Run 1, signal wires on met1:
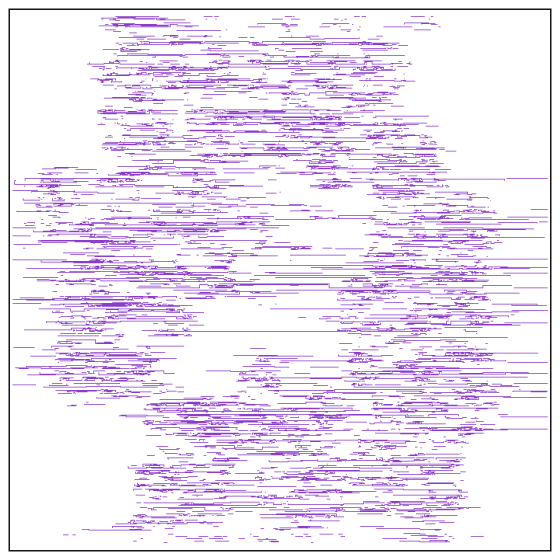
Run 1, the metal 2 layer:
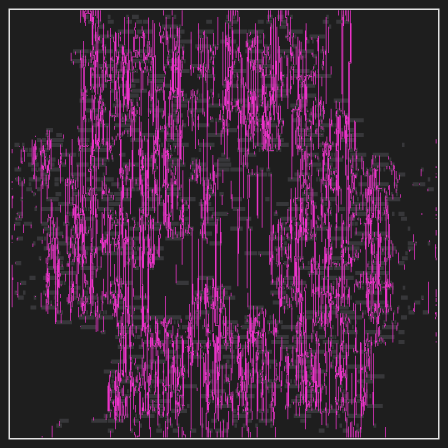
Run 1, placement density heat map:
The die is cut into 24 by 24 equal tiles; white is low, dark blue is high, 0 to 100% covered.
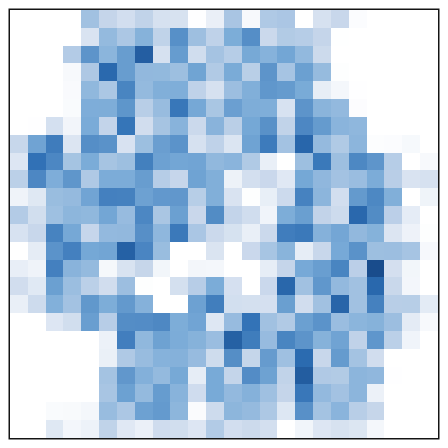
### src/rtl/elastic_fifo_buffer.sv
// elastic_fifo_buffer
//   DEPTH-entry circular FIFO of DATA_W-bit flits using si/ri (upstream) and
//   so/ro (downstream) handshakes. buffer_en gates dequeue only.
//   A full buffer still accepts a flit in a cycle where it is also draining.
//
// Ports
//   clk         rising-edge clock
//   reset       asynchronous active-low reset
//   buffer_en   dequeue enable
//   buffer_di   upstream data
//   buffer_si   upstream valid
//   buffer_ri   ready to upstream (combinational on buffer_en/buffer_ro)
//   buffer_ro   downstream ready
//   buffer_so   valid to downstream (registered)
//   buffer_do   head-of-queue data (registered)
//   buffer_cnt  occupancy 0..DEPTH
//   buffer_af   occupancy >= AF_LEVEL
module elastic_fifo_buffer #(
  parameter int DATA_W   = 64,
  parameter int DEPTH    = 4,
  parameter int AF_LEVEL = DEPTH - 1
) (
  input  logic                     clk,
  input  logic                     reset,
  input  logic                     buffer_en,
  input  logic [DATA_W-1:0]        buffer_di,
  input  logic                     buffer_si,
  output logic                     buffer_ri,
  input  logic                     buffer_ro,
  output logic                     buffer_so,
  output logic [DATA_W-1:0]        buffer_do,
  output logic [$clog2(DEPTH):0]   buffer_cnt,
  output logic                     buffer_af
);

  localparam int PTR_W = $clog2(DEPTH);
  localparam logic [PTR_W:0] FULL_CNT = (PTR_W + 1)'(DEPTH);
  localparam logic [PTR_W:0] AF_CNT   = (PTR_W + 1)'(AF_LEVEL);

  logic [DATA_W-1:0] mem [DEPTH];
  logic [PTR_W-1:0]  wr_ptr;
  logic [PTR_W-1:0]  rd_ptr;
  logic [PTR_W:0]    cnt;
  logic              enq;
  logic              deq;

  assign buffer_so  = (cnt != '0);
  // A full buffer frees a slot in the same cycle it drains, so it can
  // accept a new flit then.
  assign buffer_ri  = (cnt < FULL_CNT) || (buffer_en && buffer_ro);
  assign buffer_do  = mem[rd_ptr];
  assign buffer_af  = (cnt >= AF_CNT);
  assign buffer_cnt = cnt;

  assign enq = buffer_si && buffer_ri;
  assign deq = buffer_en && buffer_so && buffer_ro;

  always_ff @(posedge clk or negedge reset) begin
    if (!reset) begin
      wr_ptr <= '0;
      rd_ptr <= '0;
      cnt    <= '0;
      for (int unsigned i = 0; i < unsigned'(DEPTH); i++) begin
        mem[PTR_W'(i)] <= '0;
      end
    end else begin
      if (enq) begin
        mem[wr_ptr] <= buffer_di;
        wr_ptr      <= wr_ptr + 1'b1;
      end
      if (deq) begin
        rd_ptr <= rd_ptr + 1'b1;
      end
      case ({enq, deq})
        2'b10:   cnt <= cnt + 1'b1;
        2'b01:   cnt <= cnt - 1'b1;
        default: cnt <= cnt;
      endcase
    end
  end

endmodule

### config.mk
export PLATFORM = sky130hd
export DESIGN_NAME = elastic_fifo_buffer
export DESIGN_NICKNAME = d
export VERILOG_FILES = /design/src/rtl/elastic_fifo_buffer.sv
export SDC_FILE = /design/constraint.sdc
export NUM_CORES = 1
export LEC_CHECK = 0
export ABC_AREA = 1
export CAP_MARGIN = 20
export CORE_MARGIN = 2
export CORE_UTILIZATION = 25
export DETAILED_ROUTE_END_ITERATION = 8
export HOLD_SLACK_MARGIN = 0.12
export PLACE_DENSITY_LB_ADDON = 0.2
export SLEW_MARGIN = 20
export SYNTH_ARGS = -nofsm -noshare
export SYNTH_HDL_FRONTEND = slang
export SYNTH_SLANG_ARGS = --single-unit
### constraint.sdc
create_clock -name clk -period 1.8 [get_ports clk]
set_input_delay 0.36 -clock clk [delete_from_list [all_inputs] [get_ports clk]]
set_output_delay 0.36 -clock clk [all_outputs]
set_load 0.01 [all_outputs]
==> impl_metrics.toml, run 1 <==
# physical design summary
[layout]
drive_gt1_share_pct = 15.2
layout.area.top_class = "registers"
inv_count = 140
layout_top_cells = "sky130_fd_sc_hd__nand2_1 (708), sky130_fd_sc_hd__dfrtp_1 (262), sky130_fd_sc_hd__nand4_1 (257)"
layout.cell_area.non_filler_mm2 = 0.0175
clock_tree_cell_share_of_total_cell_area_pct = 6.35
fillCellCount = 5662
final_common_cell = "sky130_fd_sc_hd__nand2_1"
n_multi_input_combinational_cell = 1128
final.clkbuf_count = 53
antenna_cells = 0
non_clock_buffer_area_share_pct = 16.4
nonClockBufferCount = 266
final-instance-count-excl-fill = 2554
design.seq.count = 263
sequential_cell_area_mm2 = 0.00658

[synthesis]
synth.yosys.chip_area_mm2 = 0.0135
register_bit_total_from_synthesis = 263
mappedNetlistArea_mm2 = 0.0135
seq_area_frac_synth_pct = 48.8
ys_warn_count = 0
synthAoiAreaFrac_pct = 7.20
synth.logic.top_family = "simple AND/OR/NAND/NOR gates"
post_synth_mux_area_share_pct = 0
share_of_the_synthesized_netlist_area_taken_by_xor_and_xnor_gates_pct = 0.0649
syn-num-nets = 1758
post_synth.cell_area_avg_um2 = 8.02

[timing]
max_clock_freq_mhz = 433
tns_setup_ps = -24550
finalHoldWorstSlack_ps = 266
final-setup-viol-count = 64
rsz0062_at_grt = "yes"
final_min_period_over_clock_period_pct = 128
final_period_minus_worst_setup_slack_ps = 2310
report.final.hold_viol_count = 0
worst_max_slew_pin_slew_ps = 467
post_layout_worst_setup_margin_ps = -509
timing.clock.skew_ps = 20.1

[outcome]
violations = "negative setup slack"
result_of_the_run = "finished, violations left"

[clock_tree]
cts_tree = "yes"
clkTransAtPathRegs_ps = 60
clock-root-buffer = "sky130_fd_sc_hd__clkbuf_16"
cts_inserted_buffers = 34
clock-sinks = 263

[grt]
number_of_antenna_violations_at_the_first_check_in_global_routing = 1
grt_start_max_net_pins = 94
gr_usage_total_pct = 16.9
first_global_vias = 12100
grt_pass1_wl_mm = 73.9
grt.busiest_layer = "met2"

[pwr]
power_sequential_mw = 10.0
clock_group_mw = 6.82
powerComb_mw = 17.2
p_total_mw = 34.0
p_per_area_mw_per_mm2 = 1940
internal_power_mw = 19.8
clock_power_share_pct = 20.0
seq_power_share_pct = 29.5
cellLeakagePower_nw = 8.99
power_switching_mw = 14.3
power.share.combinational_pct = 50.5
worst_ir_drop_vdd_v = 0.000779
p_sw_share_pct = 41.9
maxPowerGroup = "combinational cells"

[floorplanning]
chipHeight_um = 236
placementRows = 85
ios = 139
placeableCoreArea_mm2 = 0.0536
fp.dieW_um = 236
floorplan.die_area_mm2 = 0.0559

[placed_design]
place_ws_ps = -358
place.detailed.instances = 2453
finalWeightedCongestion = 0.756
dp.final_hpwl_mm = 27.2
io_buffer_count = 138

[critical_path]
critPathMaxStageDelay_ps = 420
worstSetupPathDepth = 8
timing.critical_path.cells = "inv_6 > buf_12 > buf_12 > buf_12 > nand2_2 > o211ai_1 > nand2_1 > buf_2"
worstSetupStartpointType = "register"
endpoint_kind = "primary output"
critical_path_maximum_fanout = 9
crit_top_cell = "sky130_fd_sc_hd__buf_12"
critical-path-top-delay-family = "buffers and inverters"
worstRegToRegCells = 12
worstPathBufferInverterCount = 5
crit_arrival_ps = 1950
crit_path_top_delay_cell = "sky130_fd_sc_hd__dfrtp_1"
setup.worst_path.class = "register to primary output"
worstPathRequired_ps = 1440

[routing]
wire_per_inst_um = 18.6
drtAntennaViolNets = 0
drt_pass_1_iters = 7
drt_drc_violations_left = 0
viasPerCell = 4.78

[job]
max_cap_viol_count = 0
stage_log_warnings = 31
Back to the opening pictures, 'signal wires on met1':
nets with wire on the layer: 1750
share of all routed wire: 48%
wire length on this layer: 23.0 mm
longest straight run: 72.2 µm
aggregate routed wire length: 47.5 mm
number of vias after detailed routing: 12200
met1 track demand over resource in global routing: 23.9%

Back to the opening pictures, 'the metal 2 layer':
main direction: vertical
longest straight run: 96.9 µm
nets with wire on the layer: 1348
share of all routed wire: 46%
met2 layer usage reported by global route: 26.9%

Back to the opening pictures, 'placement density heat map':
fullest tile: 89%
nearly empty tiles: 22%
emptiest ninth of the die: top right
tiles over 75% full: 2.1%
mean over tiles: 30%
final core area utilization: 32.7%
floorplan core density: 25.2%

[run 1: cell usage after synthesis, drive strengths merged]
library cell  instances  share of area [%]
fa                    1               0.15
nand2               724                 20
o21ai                 2              0.074
clkbuf               22               0.61
xnor2                 1              0.065
buf                 130                6.1
ha                    5               0.46
o211ai              128                7.1
dfrtp               263                 49
inv                 140                3.9
nand3                10               0.63
nand4               257                 12
[run 1: registers in the layout, indices dropped and copies added, names as in the netlist]
register and flops:
buffer_cnt 3, rd_ptr 2, mem 256, wr_ptr 2
[run 1: worst reg2reg max path: stages (launching register included)]
cell and delay [ps]:
sky130_fd_sc_hd__dfrtp_1 380, sky130_fd_sc_hd__inv_2 60, sky130_fd_sc_hd__buf_6 120, sky130_fd_sc_hd__nand3_4 80
sky130_fd_sc_hd__nand2_2 60, sky130_fd_sc_hd__inv_1 50, sky130_fd_sc_hd__ha_1 170, sky130_fd_sc_hd__inv_2 50
sky130_fd_sc_hd__fa_2 330, sky130_fd_sc_hd__nand2_1 80, sky130_fd_sc_hd__nand3_1 80, sky130_fd_sc_hd__nand2_1 60
sky130_fd_sc_hd__nand2_1 40
[run 1: what timing repair did]
action,in CTS,in global routing
pin swaps,26,27
endpoints found under the setup margin,70,70
gates resized,313,26
endpoints found under the hold margin,263,0
cloned,7,4
setup buffers,24,5
hold buffers,1,0
[run 1: metal layers]
layer	wire length (µm)	share of wire, %
met3	1970	4.1
met2	21700	46
met5	11	0.023
met4	797	1.7
met1	23000	48
[run 1: final timing paths]
check                                    from       endpoint  slack, ps
worst max-delay path                rd_ptr[0]  buffer_do[24]       -510
worst min-delay path                    reset        mem[67]        270
worst max register to register  buffer_cnt[1]  buffer_cnt[2]        140
worst min register to register       mem[221]       mem[221]        460
max in group asynchronous               reset       mem[221]        860
min in group clk                    buffer_si      wr_ptr[0]        270
Run 1, placed standard cells:
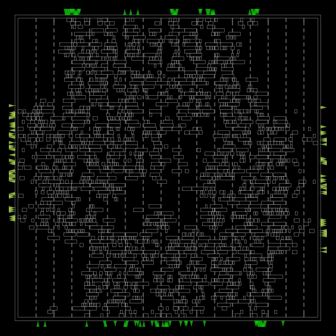

==> run 2: changes to the inputs <==
--- a/config.mk
+++ b/config.mk
@@ -10,9 +10,11 @@
 export CORE_MARGIN = 2
 export CORE_UTILIZATION = 25
 export DETAILED_ROUTE_END_ITERATION = 8
+export DONT_BUFFER_PORTS = 1
 export HOLD_SLACK_MARGIN = 0.12
 export PLACE_DENSITY_LB_ADDON = 0.2
 export SLEW_MARGIN = 20
 export SYNTH_ARGS = -nofsm -noshare
 export SYNTH_HDL_FRONTEND = slang
 export SYNTH_SLANG_ARGS = --single-unit
+export TNS_END_PERCENT = 5
Run 2, placed standard cells:
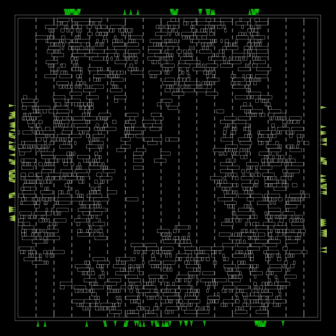
core region area: 0.0536 mm²
Taps Inserted: 696
share of the final layout cell area in sequential cells: 40.0%

==> impl_metrics.toml, run 2 <==
# physical design summary
[pwr]
p_total_mw = 31.6
worst_ir_drop_vdd_v = 0.000924
p_per_area_mw_per_mm2 = 1920
cellLeakagePower_nw = 8.30

[synthesis]
netlist.top_cell.by_instances = "sky130_fd_sc_hd__nand2_1"
post_synth_most_frequent_cells = "sky130_fd_sc_hd__nand2_1 (723), sky130_fd_sc_hd__dfrtp_1 (263), sky130_fd_sc_hd__nand4_1 (257)"
synth.lib_cells_used.distinct = 20
syn-num-nets = 1758
syn-instance-count = 1683
synth.yosys.chip_area_mm2 = 0.0135
synth_async_sr_flop_share_pct = 100
synthTopCellsByArea = "sky130_fd_sc_hd__dfrtp_1 (49%), sky130_fd_sc_hd__nand2_1 (20%), sky130_fd_sc_hd__nand4_1 (12%)"
post-synth-top-area-cell = "sky130_fd_sc_hd__dfrtp_1"
enable_flop_cells = 0
seq_area_frac_synth_pct = 48.8
synth.top_cell.area_share_pct = 48.8
mappedNetlistArea_mm2 = 0.0135
yosys_cells = 1683
ys_warn_count = 0
post_synth.cell_area_avg_um2 = 8.02
register_bit_total_from_synthesis = 263
flop_cell = "sky130_fd_sc_hd__dfrtp_1"

[grt]
first_global_vias = 11600
number_of_antenna_violations_at_the_first_check_in_global_routing = 2
grt.busiest_layer = "met2"
gr_usage_total_pct = 16.3
grt_pass1_wl_mm = 71.5
globalRouteMet1Util_pct = 22.6
gr-total-overflow = 0
use_met2_pct = 25.9
grt_start_max_net_pins = 264
global_route.usage.met3_pct = 3.46

[min_path]
worst_hold_path_type = "input pin to asynchronous set/reset pin"

[layout]
final_common_cell = "sky130_fd_sc_hd__nand2_1"
layout.nets = 1777
layout_top_cells = "sky130_fd_sc_hd__nand2_1 (701), sky130_fd_sc_hd__dfrtp_1 (260), sky130_fd_sc_hd__nand4_1 (257)"
final-instance-count-excl-fill = 2426
area_growth_syn_to_layout_pct = 22.1
final_util_pct = 30.7
drive_gt1_share_pct = 8.98
top_register = "mem"
largest_register_ff_count = 256
layout.cell_area.non_filler_mm2 = 0.0165

[floorplanning]
chipHeight_um = 236
placementRows = 85
ios = 139
fp.dieW_um = 236
fp_util_pct = 25.2
floorplan.die_area_mm2 = 0.0559

[routing]
drt_wl_total_mm = 46.3
route.top_layer_used = "met4"
route.met2.wl_mm = 21.1
met3RoutedLength_mm = 2.42
via_count = 11700
drt_pass_1_iters = 5
viasPerCell = 4.83
wire_per_inst_um = 19.1
detailedRoute.firstIterationViolations = 855
drt_drc_violations_left = 0
drt-met1-wl_mm = 21.9
drtAntennaViolNets = 0

[clock_tree]
setup_repair_bufs_after_cts = 2
clock-root-buffer = "sky130_fd_sc_hd__clkbuf_16"
cts_resized = 32
cts_inserted_buffers = 35
cts_tree = "yes"
cts_htree_levels = 2
clkLatencyLatePin_ps = 540
clkTransAtPathRegs_ps = 50
post_cts_hold_buffer_count = 67
clock-sinks = 263
clock_path_buffers = 3

[outcome]
violations = "negative hold slack, negative setup slack"
result_of_the_run = "finished, violations left"

[timing]
tns_setup_ps = -18220
worst_max_slew_pin_slew_ps = 592
post_layout_worst_setup_margin_ps = -335
report.final.hold_viol_count = 275
final_period_minus_worst_setup_slack_ps = 2140
final-setup-viol-count = 65
timing.clock.skew_ps = 13.5
final_min_period_over_clock_period_pct = 119
max_clock_freq_mhz = 468
rsz0062_at_grt = "yes"
finalHoldWorstSlack_ps = -455
slew_headroom_pct = 60.5
finalMaxSlewViolations = 0

[placed_design]
io_buffer_count = 0
dp.final_hpwl_mm = 23.8
placedInstanceArea_mm2 = 0.0142
place.detailed.instances = 2282
place_ws_ps = 117
finalWeightedCongestion = 0.736

[critical_path]
crit_arrival_ps = 1780
endpoint_kind = "primary output"
worstPathRequired_ps = 1440
setup.worst_path.class = "register to primary output"
critical_path_maximum_fanout = 15
worstSetupStartpointType = "register"

[job]
stage_log_warnings = 39
max_cap_viol_count = 0
[run 2: logic make-up (layout without fill, tap and decap cells)]
| logic type | count (synthesis) | count (layout) | share of synthesized area [%] |
|---|---|---|---|
| other | 0 | 3 | 0 |
| XOR/XNOR | 1 | 1 | 0.0649 |
| AND-OR/OR-AND | 130 | 130 | 7.20 |
| flip-flops | 263 | 263 | 48.8 |
| adder cells (fa/ha/maj) | 6 | 6 | 0.612 |
| AND/OR/NAND/NOR | 991 | 991 | 32.7 |
| buffers and inverters | 292 | 336 | 10.7 |
[run 2: worst max-delay path, stage by stage (launching register included)]
cell and delay, ps:
sky130_fd_sc_hd__dfrtp_2 420, sky130_fd_sc_hd__clkinv_8 110, sky130_fd_sc_hd__buf_16 170, sky130_fd_sc_hd__buf_16 170, sky130_fd_sc_hd__o211ai_1 220, sky130_fd_sc_hd__nand2_2 130
[run 2: path summary, 6_finish.rpt]
| kind | startpoint | endpoint | slack [ps] | depth (start not counted) |
|---|---|---|---|---|
| setup / recovery | rd_ptr[0] | buffer_do[22] | -340 | 5 |
| hold / removal | reset | mem[2] | -450 | 0 |
| setup reg to reg | buffer_cnt[2] | mem[63] | 50 | 7 |
| hold reg to reg | mem[236] | mem[236] | 470 | 2 |
| max in group asynchronous | reset | mem[224] | 1750 | 0 |
| min in group clk | buffer_si | mem[189] | -20 | 2 |
[run 2: layout make-up]
type                            count  area (µm²)
Multi-Input combinational cell   1128        5580
Timing Repair Buffer              134        1740
Fill cell                        5775       37100
Inverter                          140         541
Sequential cell                   263        6590
Antenna cell                        3        7.51
Tap cell                          696         871
Clock buffer                       53        1020
Clock inverter                      9         130
[run 2: power by group]
part           internal (mW)  total, mW  switching (mW)
sequential              8.61       10.1            1.44
clock                   4.36       7.10            2.75
combinational           5.08       14.4            9.32
==> run 3: changes to the inputs <==
--- a/config.mk
+++ b/config.mk
@@ -13,6 +13,7 @@
 export DONT_BUFFER_PORTS = 1
 export HOLD_SLACK_MARGIN = 0.12
 export PLACE_DENSITY_LB_ADDON = 0.2
+export REMOVE_ABC_BUFFERS = 1
 export SLEW_MARGIN = 20
 export SYNTH_ARGS = -nofsm -noshare
 export SYNTH_HDL_FRONTEND = slang
Run 3, signal wires on met1:
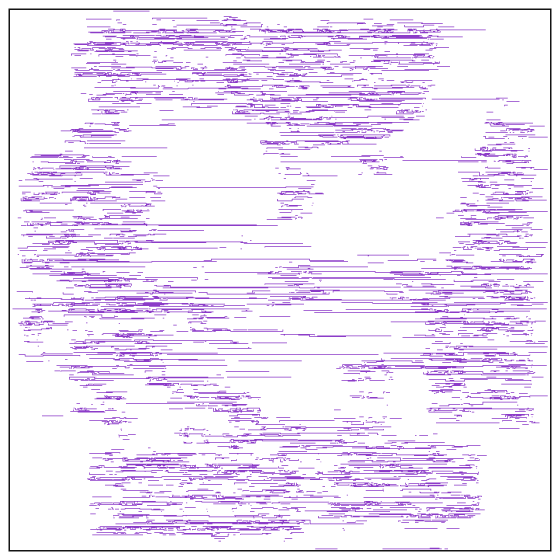
share of all routed wire: 46%
longest straight run: 92.5 µm
aggregate routed wire length: 47.2 mm
met1 track demand over resource in global routing: 22.5%

==> impl_metrics.toml, run 3 <==
# physical design summary
[critical_path]
critical_path_maximum_fanout = 12
worstPathRequired_ps = 1440
critPathMaxStageDelay_ps = 410
r2r-end = "buffer_cnt[1]"
setup.worst_path.class = "register to primary output"
critical_path.reg2reg.startpoint = "buffer_cnt[0]"
setup_slack_of_the_worst_register_to_register_path_ps = 80
crit_path_top_delay_cell = "sky130_fd_sc_hd__dfrtp_2"
endpoint_kind = "primary output"
worstSetupStartpointType = "register"
timing.critical_path.cells = "inv_8 > buf_16 > clkbuf_16 > o211ai_1 > nand2_1"
crit_arrival_ps = 1760
critical-path-top-delay-family = "flip-flops"

[synthesis]
ys_warn_count = 0
post_synth.cell_area_avg_um2 = 8.02
seq_area_frac_synth_pct = 48.8
netlist.top_cell.by_instances = "sky130_fd_sc_hd__nand2_1"
synth.logic.top_family = "simple AND/OR/NAND/NOR gates"
synthAdderAreaFrac_pct = 0.612
flop_cell = "sky130_fd_sc_hd__dfrtp_1"
enable_flop_cells = 0
synth.yosys.chip_area_mm2 = 0.0135

[routing]
wire_per_inst_um = 19.5
via_count = 11700
drt_drc_violations_left = 0
viasPerCell = 4.83

[timing]
finalHoldWorstSlack_ps = -466
timing.clock.skew_ps = 17.8
tns_setup_ps = -17710
final-setup-viol-count = 64
rsz0062_at_grt = "yes"
post_layout_worst_setup_margin_ps = -316
report.final.hold_viol_count = 263

[pwr]
seq_power_share_pct = 31.4
power.share.combinational_pct = 45.6
clock_power_share_pct = 23.0
cellLeakagePower_nw = 8.30
power_sequential_mw = 10.0
maxPowerGroup = "combinational cells"
p_sw_share_pct = 43.1
worst_ir_drop_vdd_v = 0.000943
clock_group_mw = 7.33

[clock_tree]
cts_tree = "yes"
post_cts_hold_buffer_count = 66
setup_repair_bufs_after_cts = 7
cts_inserted_buffers = 35
clock_path_buffers = 3

[floorplanning]
chipHeight_um = 236
placeableCoreArea_mm2 = 0.0536
fp.dieW_um = 236

[job]
stage_log_warnings = 36

[outcome]
violations = "negative hold slack, negative setup slack"
result_of_the_run = "finished, violations left"

[grt]
grt_start_max_net_pins = 264
gr-total-overflow = 0

[min_path]
worst_hold_path_type = "input pin to asynchronous set/reset pin"

[layout]
final_common_cell = "sky130_fd_sc_hd__nand2_1"
layout_top_cells = "sky130_fd_sc_hd__nand2_1 (695), sky130_fd_sc_hd__dfrtp_1 (261), sky130_fd_sc_hd__nand4_1 (257)"
area_growth_syn_to_layout_pct = 22.1

[placed_design]
dp.final_hpwl_mm = 23.3
finalWeightedCongestion = 0.730
[run 3: cell counts after synthesis]
No cell type changed its count.
[run 3: kinds of logic after synthesis]
| kind of cell | Yosys count |
|---|---|
| AND/OR/NAND/NOR | 991 |
| buffers and inverters | 292 |
| flip-flops | 263 |
| AND-OR/OR-AND | 130 |
| adder cells (fa/ha/maj) | 6 |
| XOR/XNOR | 1 |
[run 3: layout make-up]
class                   count  area, µm²
inverters                 140        536
multi-input cells        1128       5630
well taps                 696        871
repair buffers            122       1640
clock buffers              52       1070
clock inverters            10        128
fillers                  5730      37100
flip-flops and latches    263       6590
diodes                      1       2.50
repair inverters            1       8.76
[run 3: metal layers]
layer	track usage (%)	vias up	wire, µm
met4	3.57	6	691
li1	-	5647	-
met3	3.98	53	2490
met5	0	-	36
met2	26.3	238	22200
met1	22.5	5718	21700
[run 3: stage by stage]
| stage | cell area, µm² | total power [mW] | util (%) |
|---|---|---|---|
| 2_1_floorplan | 12600 | 17.9 | - |
| 3_3_place_gp | 14100 | 22.9 | 26.4 |
| 3_5_place_dp | 14100 | 23.2 | 26.4 |
| 4_1_cts | 16300 | 31.8 | 30.4 |
| 5_1_grt | 16500 | 34.5 | 30.7 |
| 6_report | 16500 | 31.9 | 30.7 |
[run 3: how the worst max path moves through the flow]
| stage | startpoint | endpoint | cells past startpoint |
|---|---|---|---|
| 2_1_floorplan | buffer_cnt[2] | mem[0] | 4 |
| 3_3_place_gp | buffer_en | buffer_cnt[2] | 11 |
| 3_5_place_dp | buffer_en | buffer_cnt[2] | 11 |
| 4_1_cts | rd_ptr[0] | buffer_do[60] | 6 |
| 5_1_grt | rd_ptr[0] | buffer_do[47] | 5 |
| 6_report | rd_ptr[0] | buffer_do[47] | 5 |
Power and IR drop assume default switching activity.
